**config.mk**
```make
export PLATFORM = sky130hd
export DESIGN_NAME = johnson_step_sequencer
export DESIGN_NICKNAME = d
export VERILOG_FILES = /design/src/rtl/johnson_step_sequencer.sv
export SDC_FILE = /design/constraint.sdc
export NUM_CORES = 1
export LEC_CHECK = 0
export CAP_MARGIN = 0
export CORE_ASPECT_RATIO = 1.75
export CORE_MARGIN = 2
export CORE_UTILIZATION = 51
export DETAILED_ROUTE_END_ITERATION = 8
export MAX_ROUTING_LAYER = met4
export PLACE_DENSITY_LB_ADDON = 0.08
export REMOVE_ABC_BUFFERS = 1
export SYNTH_ARGS = -nofsm -noshare
export SYNTH_HDL_FRONTEND = slang
export SYNTH_SLANG_ARGS = --single-unit
```
**constraint.sdc**
```tcl
create_clock -name i_clock -period 2.82 [get_ports i_clock]
set_input_delay 0.282 -clock i_clock [delete_from_list [all_inputs] [get_ports i_clock]]
set_output_delay 0.282 -clock i_clock [all_outputs]
set_load 0.005 [all_outputs]
```
**src/rtl/johnson_step_sequencer.sv**
```systemverilog
// Johnson phase stepper: issues a programmed count of forward or reverse steps at a set interval, with pause and abort.
// Latency: the first step comes max(Interval,1) cycles after Start is taken. No backpressure; Start is dropped while Busy.
module johnson_step_sequencer #(
  parameter int WIDTH = 4,
  parameter int CNT_W = 8,
  parameter int DIV_W = 8
) (
  input  logic             i_clock,
  input  logic             i_reset,
  input  logic             i_start,
  input  logic             i_dir,
  input  logic [CNT_W-1:0] i_steps,
  input  logic [DIV_W-1:0] i_interval,
  input  logic             i_pause,
  input  logic             i_abort,
  output logic [WIDTH-1:0] o_phase_out,
  output logic             o_busy,
  output logic             o_done,
  output logic [CNT_W-1:0] o_remaining
);

  typedef enum logic [1:0] {S_IDLE, S_RUN, S_PAUSED, S_DONE} state_t;

  localparam logic [WIDTH-2:0] TRANS_ONE = 1;

  state_t           r_state;
  state_t           w_state_nxt;
  logic [WIDTH-1:0] r_phase;
  logic [WIDTH-1:0] w_phase_step;
  logic [WIDTH-2:0] w_trans;
  logic [CNT_W-1:0] r_remaining;
  logic [DIV_W-1:0] r_presc;
  logic [DIV_W-1:0] w_presc_nxt;
  logic [DIV_W-1:0] w_term;
  logic             r_dir;
  logic             w_tick;
  logic             w_legal;
  logic             w_load;
  logic             w_step;
  logic             w_clear;

  // The >= compare makes a shortened Interval fire on the very next edge.
  assign w_term = (i_interval == '0) ? DIV_W'(1) : i_interval;
  assign w_tick = (r_presc >= (w_term - DIV_W'(1)));

  // A legal Johnson word has at most one boundary between adjacent bits.
  assign w_trans = r_phase[WIDTH-2:0] ^ r_phase[WIDTH-1:1];
  assign w_legal = ((w_trans & (w_trans - TRANS_ONE)) == '0);

  always_comb begin
    w_phase_step = '0;
    if (w_legal) begin
      if (r_dir) w_phase_step = {~r_phase[0], r_phase[WIDTH-1:1]};
      else       w_phase_step = {r_phase[WIDTH-2:0], ~r_phase[WIDTH-1]};
    end
  end

  always_ff @(posedge i_clock or posedge i_reset) begin
    if (i_reset) r_state <= S_IDLE;
    else         r_state <= w_state_nxt;
  end

  always_comb begin
    w_state_nxt = r_state;
    w_presc_nxt = r_presc;
    w_load      = 1'b0;
    w_step      = 1'b0;
    w_clear     = 1'b0;
    if (i_abort) begin
      w_state_nxt = S_IDLE;
      w_clear     = 1'b1;
    end else begin
      case (r_state)
        S_IDLE, S_DONE: begin
          w_state_nxt = S_IDLE;
          if (i_start) begin
            if (i_steps != '0) begin
              w_state_nxt = S_RUN;
              w_load      = 1'b1;
              w_presc_nxt = '0;
            end else begin
              w_state_nxt = S_DONE;
            end
          end
        end
        S_RUN: begin
          if (i_pause) begin
            w_state_nxt = S_PAUSED;
          end else if (w_tick) begin
            w_presc_nxt = '0;
            w_step      = 1'b1;
            if (r_remaining == CNT_W'(1)) w_state_nxt = S_DONE;
          end else begin
            w_presc_nxt = r_presc + DIV_W'(1);
          end
        end
        S_PAUSED: begin
          if (!i_pause) w_state_nxt = S_RUN;
        end
        default: w_state_nxt = S_IDLE;
      endcase
    end
  end

  always_ff @(posedge i_clock or posedge i_reset) begin
    if (i_reset) begin
      r_phase     <= '0;
      r_remaining <= '0;
      r_presc     <= '0;
      r_dir       <= 1'b0;
    end else begin
      r_presc <= w_presc_nxt;
      if (w_clear) begin
        r_remaining <= '0;
      end else if (w_load) begin
        r_remaining <= i_steps;
        r_dir       <= i_dir;
      end else if (w_step) begin
        r_remaining <= r_remaining - CNT_W'(1);
        r_phase     <= w_phase_step;
      end
    end
  end

  assign o_phase_out = r_phase;
  assign o_remaining = r_remaining;
  assign o_busy      = (r_state == S_RUN) || (r_state == S_PAUSED);
  assign o_done      = (r_state == S_DONE);

endmodule

```
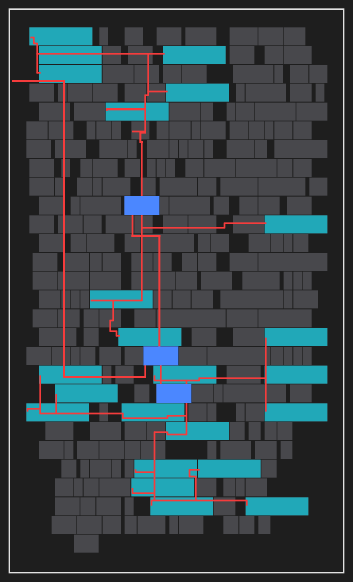
Fig. 1. Clock wires, drivers and flops (run 1).
legend:
  cyan:
    item: flip-flops
    count: 23
  red:
    item: clock wires
    length: 317 um
  blue:
    item: clock drivers
    count: 3
routed clock nets: 4
flops lie: all over the die
Max Clock Skew: 0.00141 ns
clk pwr: 0.215 mW
Insertion Delay late pin: 0.27 ns
clock power share: 16.3%

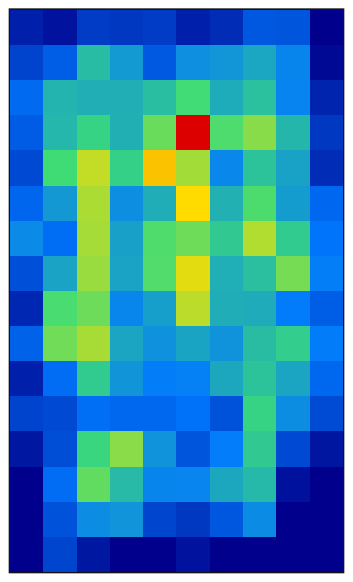
Fig. 2. Signal metal coverage by tile (run 1).
10 x 16 tiles, from dark blue (low) to red (high), scaled to the fullest tile. Values are wire area over tile area, all layers added.
nearly empty tiles: 8.7%
emptiest ninth of the die: bottom right
tiles over half the peak: 17%
fullest tile: 0.72
all-layer global routing usage: 28.5%
via count: 1,820

==> flow_summary.json, run 1 <==
{
  "worst_slew_pin_slew_ns": 0.899,
  "htreeDepth": 1,
  "violations": "setup timing",
  "reg2reg_from": "r_presc[0]",
  "yosysTopAreaCellShare_pct": 33.0,
  "crit_path_start": "i_interval[3]",
  "logic_gates": 158,
  "wl_per_cell_um": 17.7,
  "netlist_area_sq_um": 1740,
  "critPathCapture": "o_phase_out[0]",
  "switching_share_pct": 39.7,
  "reg2reg_setup_slack_ns": 0.45,
  "status": "finished with violations",
  "edf_count": 0,
  "grt-ovfl-total": 0,
  "worstSetupStartpointType": "primary input",
  "setup_violations": 16,
  "first_pass_iters": 4,
  "hp-class": "in2async",
  "fin_ws_ns": -0.150,
  "yosysUniqueCellTypes": 47,
  "p_comb_mw": 0.660,
  "ys_async_sr_fraction_pct": 100,
  "simple_gate_share_pct": 23.8,
  "lay_top_cells": "clkdlybuf4s50_1 (29), dfrtp_1 (23), nor2_1 (22)",
  "vias_per_cell": 5.97,
  "syn-mean-instance-area_sq_um": 8.71,
  "drv_slew": 0,
  "drv_cap": 0
}
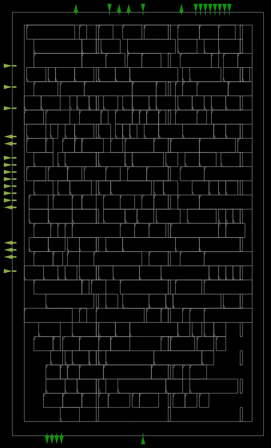
Fig. 3. Placed standard cells (run 1).
core area: 3330 sq um
Flop Count: 23
fraction of area in registers: 21.6%
tap cells: 45

[run 1: per-stage QoR]
step | power, mW | TNS (ns) | hold WS [ns]
after floorplan | 0.756 | -3.56 | 0.284
after detailed placement | 1.01 | -17.47 | 0.549
final | 1.32 | -1.03 | 0.504
after global placement | 0.984 | -13.96 | 0.526
after CTS | 1.28 | -2.06 | 0.534
after global routing | 1.40 | -3.39 | 0.571
[run 1: per-layer routing]
| layer | routed length, um | track usage, % | share of wire, % |
|---|---|---|---|
| met1 | 1970 | 28.4 | 36 |
| met5 | 0 | - | 0 |
| met3 | 204 | 2.89 | 3.8 |
| met4 | 196 | 15.4 | 3.6 |
| met2 | 3040 | 50.3 | 56 |
[run 1: state kept, by name (all words and copies together) (netlist names)]
signal,flops
r_presc,8
o_remaining,8
o_phase_out,4
r_dir,1
r_state,2
==> run 2, diff against run 1 <==
--- a/config.mk
+++ b/config.mk
@@ -9,6 +9,7 @@
 export CORE_ASPECT_RATIO = 1.75
 export CORE_MARGIN = 2
 export CORE_UTILIZATION = 51
+export CTS_CLUSTER_SIZE = 25
 export DETAILED_ROUTE_END_ITERATION = 8
 export MAX_ROUTING_LAYER = met4
 export PLACE_DENSITY_LB_ADDON = 0.08
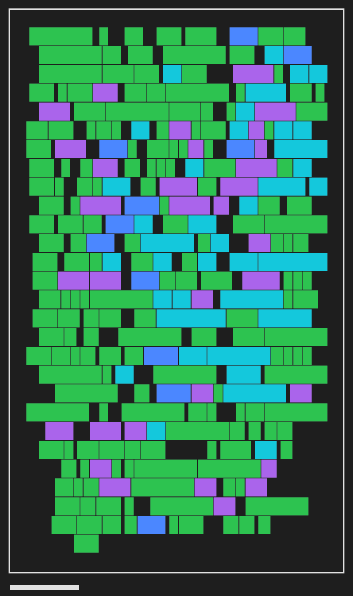
Fig. 4. Drive-strength map (run 2).
The bar under the picture is 10 um long.
legend:
  blue:
    size: _6 and larger
    cells: 11
    share: 4.2%
  green:
    size: _0 and _1 cells
    cells: 179
    share: 69%
  purple:
    size: _2 cells
    cells: 32
    share: 12%
  cyan:
    size: _3 and _4 cells
    cells: 38
    share: 15%

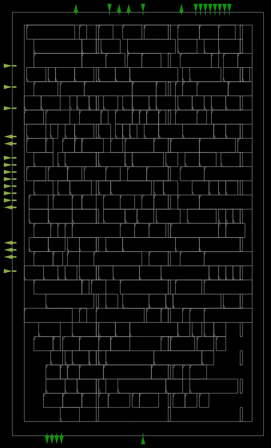
Fig. 5. Placed standard cells (run 2).
final cell count without fillers: 305
Fillers: 203
FP Rows: 28

==> flow_summary.json, run 2 <==
{
  "status": "finished with violations",
  "violations": "setup timing",
  "use_met1_pct": 28.4,
  "lay_top_cells": "clkdlybuf4s50_1 (29), dfrtp_1 (23), nor2_1 (22)",
  "clkLatencyLatePin_ns": 0.27,
  "vias_per_cell": 5.97,
  "setup_violations": 16,
  "reg2reg_from": "r_presc[0]",
  "numPortBuffers": 35,
  "n_tap_cell": 45,
  "dominant_cells": "multi-input combinational cells",
  "top_layer_used": "met4",
  "grt_usage_pct": 28.5,
  "logic_gates": 158,
  "drv_cap": 0,
  "use_met2_pct": 50.3,
  "drv_slew": 0,
  "reg2reg_setup_slack_ns": 0.45,
  "powerClk_mw": 0.215,
  "yosysUniqueCellTypes": 47,
  "met1Wirelength_mm": 1.97,
  "use_met3_pct": 2.89,
  "core_area_sq_um": 3330,
  "cts_buffers": 3,
  "seq-cell-share_pct": 21.6,
  "clkPwrFrac_pct": 16.3,
  "worst_slew_pin_slew_ns": 0.899,
  "finalHoldWorstSlack_ns": 0.504,
  "hp-class": "in2async",
  "wl_met3_um": 204,
  "busiest_layer": "met2",
  "grt-ovfl-total": 0,
  "tns_ns": -1.03,
  "grt_pass1_vias": 1815,
  "seq_cells": 23,
  "seq_cell_power_mw": 0.449,
  "worstSetupStartpointType": "primary input",
  "yosysTopAreaCellShare_pct": 33.0,
  "fin_ws_ns": -0.150,
  "totalPowerFinal_mw": 1.32,
  "cp.arrival_ns": 3.16,
  "htreeDepth": 1,
  "critPathSlowestCell": "or4b_1",
  "edf_count": 0,
  "syn-mean-instance-area_sq_um": 8.71,
  "initial_utilization_pct": 52.4,
  "first_pass_iters": 4
}
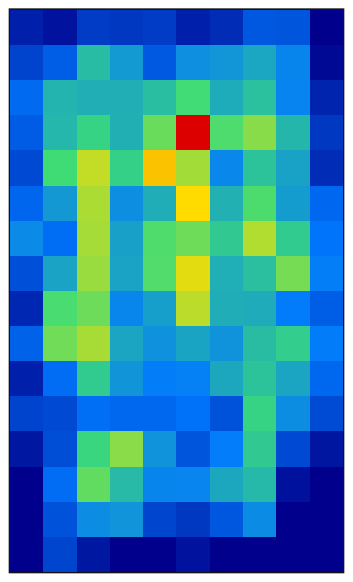
Fig. 6. Signal metal coverage by tile (run 2).
10 x 16 tiles, from dark blue (low) to red (high), scaled to the fullest tile. Values are wire area over tile area, all layers added.
nearly empty tiles: 8.7%
mean over tiles: 0.22
emptiest ninth of the die: bottom right
fullest tile: 0.72
tiles over half the peak: 17%
Avg WL per Cell: 17.7 um
WL final: 5.41 mm

[run 2: cell counts after synthesis]
No cell type changed its count.
[run 2: kinds of logic (layout without fill, tap and decap cells)]
logic type,after synthesis,after routing,synth area share [%]
XOR/XNOR,12,12,6.03
multiplexers,3,3,1.79
adder cells (fa/ha/maj),15,15,10.8
flip-flops,23,23,33.0
AND/OR/NAND/NOR,81,81,23.8
AND-OR/OR-AND,47,47,20.2
buffers and inverters,19,79,4.45
[run 2: what timing repair did]
| item | in CTS | in global routing |
|---|---|---|
| pin swaps | 39 | 25 |
| resized | 59 | 26 |
| setup buffers | 9 | 1 |
| hold buffers | 0 | 0 |
| cloned | 1 | 0 |
| endpoints found under the setup margin | 22 | 20 |
Power figures rest on the tool's default switching activity, not on a simulated workload.
